==> config.mk <==
export PLATFORM = sky130hd
export DESIGN_NAME = w_ctrl
export DESIGN_NICKNAME = d
export VERILOG_FILES = /design/src/rtl/w_ctrl.sv
export SDC_FILE = /design/constraint.sdc
export NUM_CORES = 1
export LEC_CHECK = 0
export ABC_AREA = 1
export CORE_UTILIZATION = 55
export CTS_CLUSTER_DIAMETER = 80
export DETAILED_ROUTE_END_ITERATION = 8
export PLACE_DENSITY = 0.86
export REMOVE_ABC_BUFFERS = 1
export SLEW_MARGIN = 10
export SYNTH_ARGS = -nofsm -noshare
export SYNTH_HDL_FRONTEND = slang
export SYNTH_SLANG_ARGS = --single-unit
==> constraint.sdc <==
create_clock -name w_clk -period 7.1 [get_ports w_clk]
set_clock_uncertainty 0.2 [all_clocks]
set_input_delay 1.42 -clock w_clk [delete_from_list [all_inputs] [get_ports w_clk]]
set_output_delay 1.42 -clock w_clk [all_outputs]
set_load 0.1 [all_outputs]
==> src/rtl/w_ctrl.sv <==
// w_ctrl: write-side pointer and flag controller for a dual-clock FIFO.
//   Keeps a binary write pointer with an extra wrap bit and advances it on
//   every accepted write. It drives the RAM write address and write strobe,
//   and publishes a registered Gray write pointer for the read domain.
//   The Gray read pointer from the read domain is passed through two
//   synchronizer flops. From it the block derives full, almost-full, the
//   fill level and a sticky overflow flag.
// Ports:
//   w_clk       write-domain clock
//   rst_n       asynchronous active-low reset
//   w_en        write request
//   w_ovf_clr   synchronous clear of w_overflow
//   r_gaddr     Gray read pointer from the read domain
//   w_wr        RAM write strobe (combinational, w_en & ~w_full)
//   w_addr      RAM write address
//   w_gaddr     registered Gray write pointer
//   w_full      registered full flag
//   w_afull     registered almost-full flag (level >= AFULL_TH)
//   w_level     registered fill level, 0..2**ADDR_W
//   w_overflow  sticky flag: a write was attempted while full
module w_ctrl #(
  parameter int ADDR_W   = 8,
  parameter int AFULL_TH = 240
) (
  input  logic              w_clk,
  input  logic              rst_n,
  input  logic              w_en,
  input  logic              w_ovf_clr,
  input  logic [ADDR_W:0]   r_gaddr,
  output logic              w_wr,
  output logic [ADDR_W-1:0] w_addr,
  output logic [ADDR_W:0]   w_gaddr,
  output logic              w_full,
  output logic              w_afull,
  output logic [ADDR_W:0]   w_level,
  output logic              w_overflow
);

  localparam logic [ADDR_W:0] AFULL_V = (ADDR_W+1)'(AFULL_TH);

  logic [ADDR_W:0] w_addr_bin;
  logic [ADDR_W:0] nxt_bin;
  logic [ADDR_W:0] nxt_gray;
  logic [ADDR_W:0] r_sync1;
  logic [ADDR_W:0] r_sync2;
  logic [ADDR_W:0] r_bin_sync;
  logic [ADDR_W:0] full_cmp;
  logic [ADDR_W:0] level_nxt;

  assign w_wr   = w_en & ~w_full;
  assign w_addr = w_addr_bin[ADDR_W-1:0];

  always_comb begin
    nxt_bin  = w_addr_bin + {{ADDR_W{1'b0}}, w_wr};
    nxt_gray = nxt_bin ^ (nxt_bin >> 1);
  end

  // Gray to binary: each binary bit is the XOR of all Gray bits at or above it.
  always_comb begin
    r_bin_sync = '0;
    for (int unsigned i = 0; i <= ADDR_W; i++) begin
      r_bin_sync[i] = ^(r_sync2 >> i);
    end
  end

  // Full when the write pointer has lapped the read pointer once. In Gray
  // code that means the two top bits are inverted and all others are equal.
  assign full_cmp  = {~r_sync2[ADDR_W -: 2], r_sync2[ADDR_W-2:0]};
  assign level_nxt = nxt_bin - r_bin_sync;

  always_ff @(posedge w_clk or negedge rst_n) begin
    if (!rst_n) begin
      w_addr_bin <= '0;
      w_gaddr    <= '0;
      r_sync1    <= '0;
      r_sync2    <= '0;
      w_full     <= 1'b0;
      w_afull    <= 1'b0;
      w_level    <= '0;
      w_overflow <= 1'b0;
    end else begin
      w_addr_bin <= nxt_bin;
      w_gaddr    <= nxt_gray;
      r_sync1    <= r_gaddr;
      r_sync2    <= r_sync1;
      // Flags are computed from the next-state pointer. This lets full rise
      // on the same edge that accepts the last free entry.
      w_full     <= (nxt_gray == full_cmp);
      w_level    <= level_nxt;
      w_afull    <= (level_nxt >= AFULL_V);
      // If set and clear occur in the same cycle, set wins.
      w_overflow <= (w_en & w_full) | (w_overflow & ~w_ovf_clr);
    end
  end

endmodule

==> images/closeup.png <==
Region (5, 39) to (30, 64) um. Cells in gray, sequential cells in the stronger gray; small squares are vias.
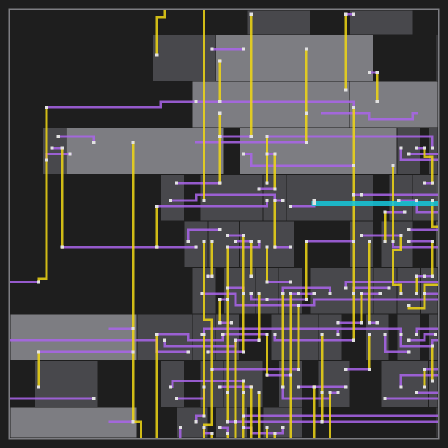
legend:
  yellow:
    layer: M2
  cyan:
    layer: M3
  purple:
    layer: M1
sequential cells in the window: 7
most frequent: nand2_1 (10), inv_1 (8), dfrtp_1 (7)
cells with their middle in the window: 48
netlist names of flops here include: r_sync1 (3), w_level (3)

==> images/class_map.png <==
Scale: 6 px per um.
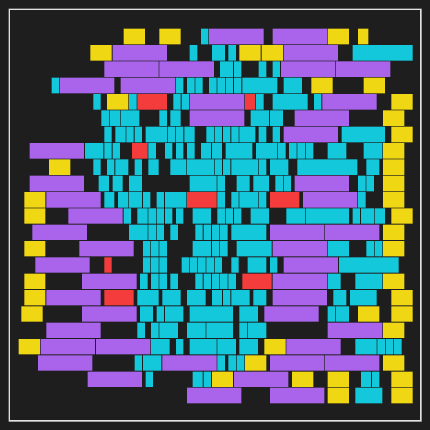
legend:
  cyan:
    class: remaining logic cells
    cells: 203
  purple:
    class: registers
    cells: 47
  red:
    class: clock drivers and dummy loads
    cells: 8
  yellow:
    class: remaining buffers and delay cells
    cells: 42

==> images/sizing.png <==
Scale: 6 px per um.
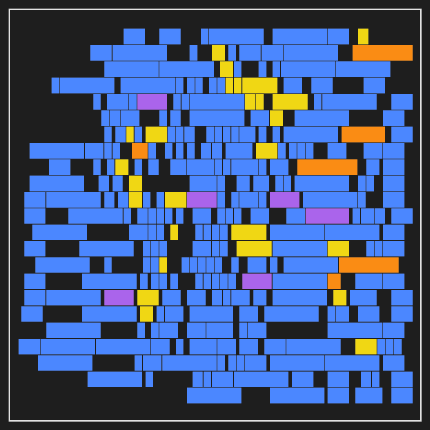
legend:
  yellow:
    size: x2
    cells: 26
    share: 8.7%
  orange:
    size: x3 and x4
    cells: 6
    share: 2.0%
  purple:
    size: x6 and larger
    cells: 6
    share: 2.0%
  blue:
    size: x1 and smaller
    cells: 262
    share: 87%

==> results.cfg <==
; yosys + openroad results
[sta]
tightest_slew_ps = 984.3
fin_crit_sh = 0.6926
hold_viol_final = 0

[global_route]
antenna_found_initial = 0

[layout]
drive_gt1_frac = 0.1267
seq_share = 0.3941
largest_class = sequential cells
lay_top_count = nand2_1
layout.cells.most_common_list = 71 x nand2_1, 47 x dfrtp_1, 41 x clkdlybuf4s50_1
fill_cells = 311
area_growth_syn_to_layout_pct = 23.26
seq_cells = 47

[critical_path]
crit_type = in2out
cp.buffers_inverters = 3
max_stage_delay_ps = 1170
critPathMaxFanout = 3
crit_path_frequent_cell = clkdlybuf4s50_1
path_delay_family = buffers and inverters
cp.arrival_ps = 3300
r2r-start = w_full
worst_r2r_path_depth = 17

[hold_path]
worstHoldStart = r_sync1[8]
hold_class = reg2reg

[synthesis]
async_flop_share = 1.000
flop_cell = dfrtp_1
synthTopCellsByArea = dfrtp_1 49%, nand2_1 11%, xor2_1 7.2%, inv_1 5.3%, ha_1 4.7%
synth-adder-area-share = 0.05478
ys_sh_xor = 0.1550
synth-seq-cells = 47
syn-cell-area_um2 = 2421
ys_chip_area_um2 = 2421
yosysMostFrequentCell = nand2_1
synthTopCellsByCount = 71 x nand2_1, 47 x dfrtp_1, 34 x inv_1
ys_types = 27
syn_inst = 250
top_logic_kind = simple AND/OR/NAND/NOR gates

[cts]
ctsHtreeMaxLevel = 2
numCtsBuffers = 5
path_clk_slew_ps = 80
postCtsSetupRepairBufs = 0

[drt]
vias = 1706
met1Wirelength_um = 1794
maxUsedRoutingLayer = met4
routed-wl-met2_um = 1938
vias_per_cell = 4.874
drc = 0
wl_met3_um = 152

[floorplan]
ios = 43
tapCellCount = 50

[placement]
dpl.hpwl_um = 3210
gp_congestion = 0.8479
placed_cell_area_um2 = 2899
portBuffers = 42

[status]
outcome = complete, no violations
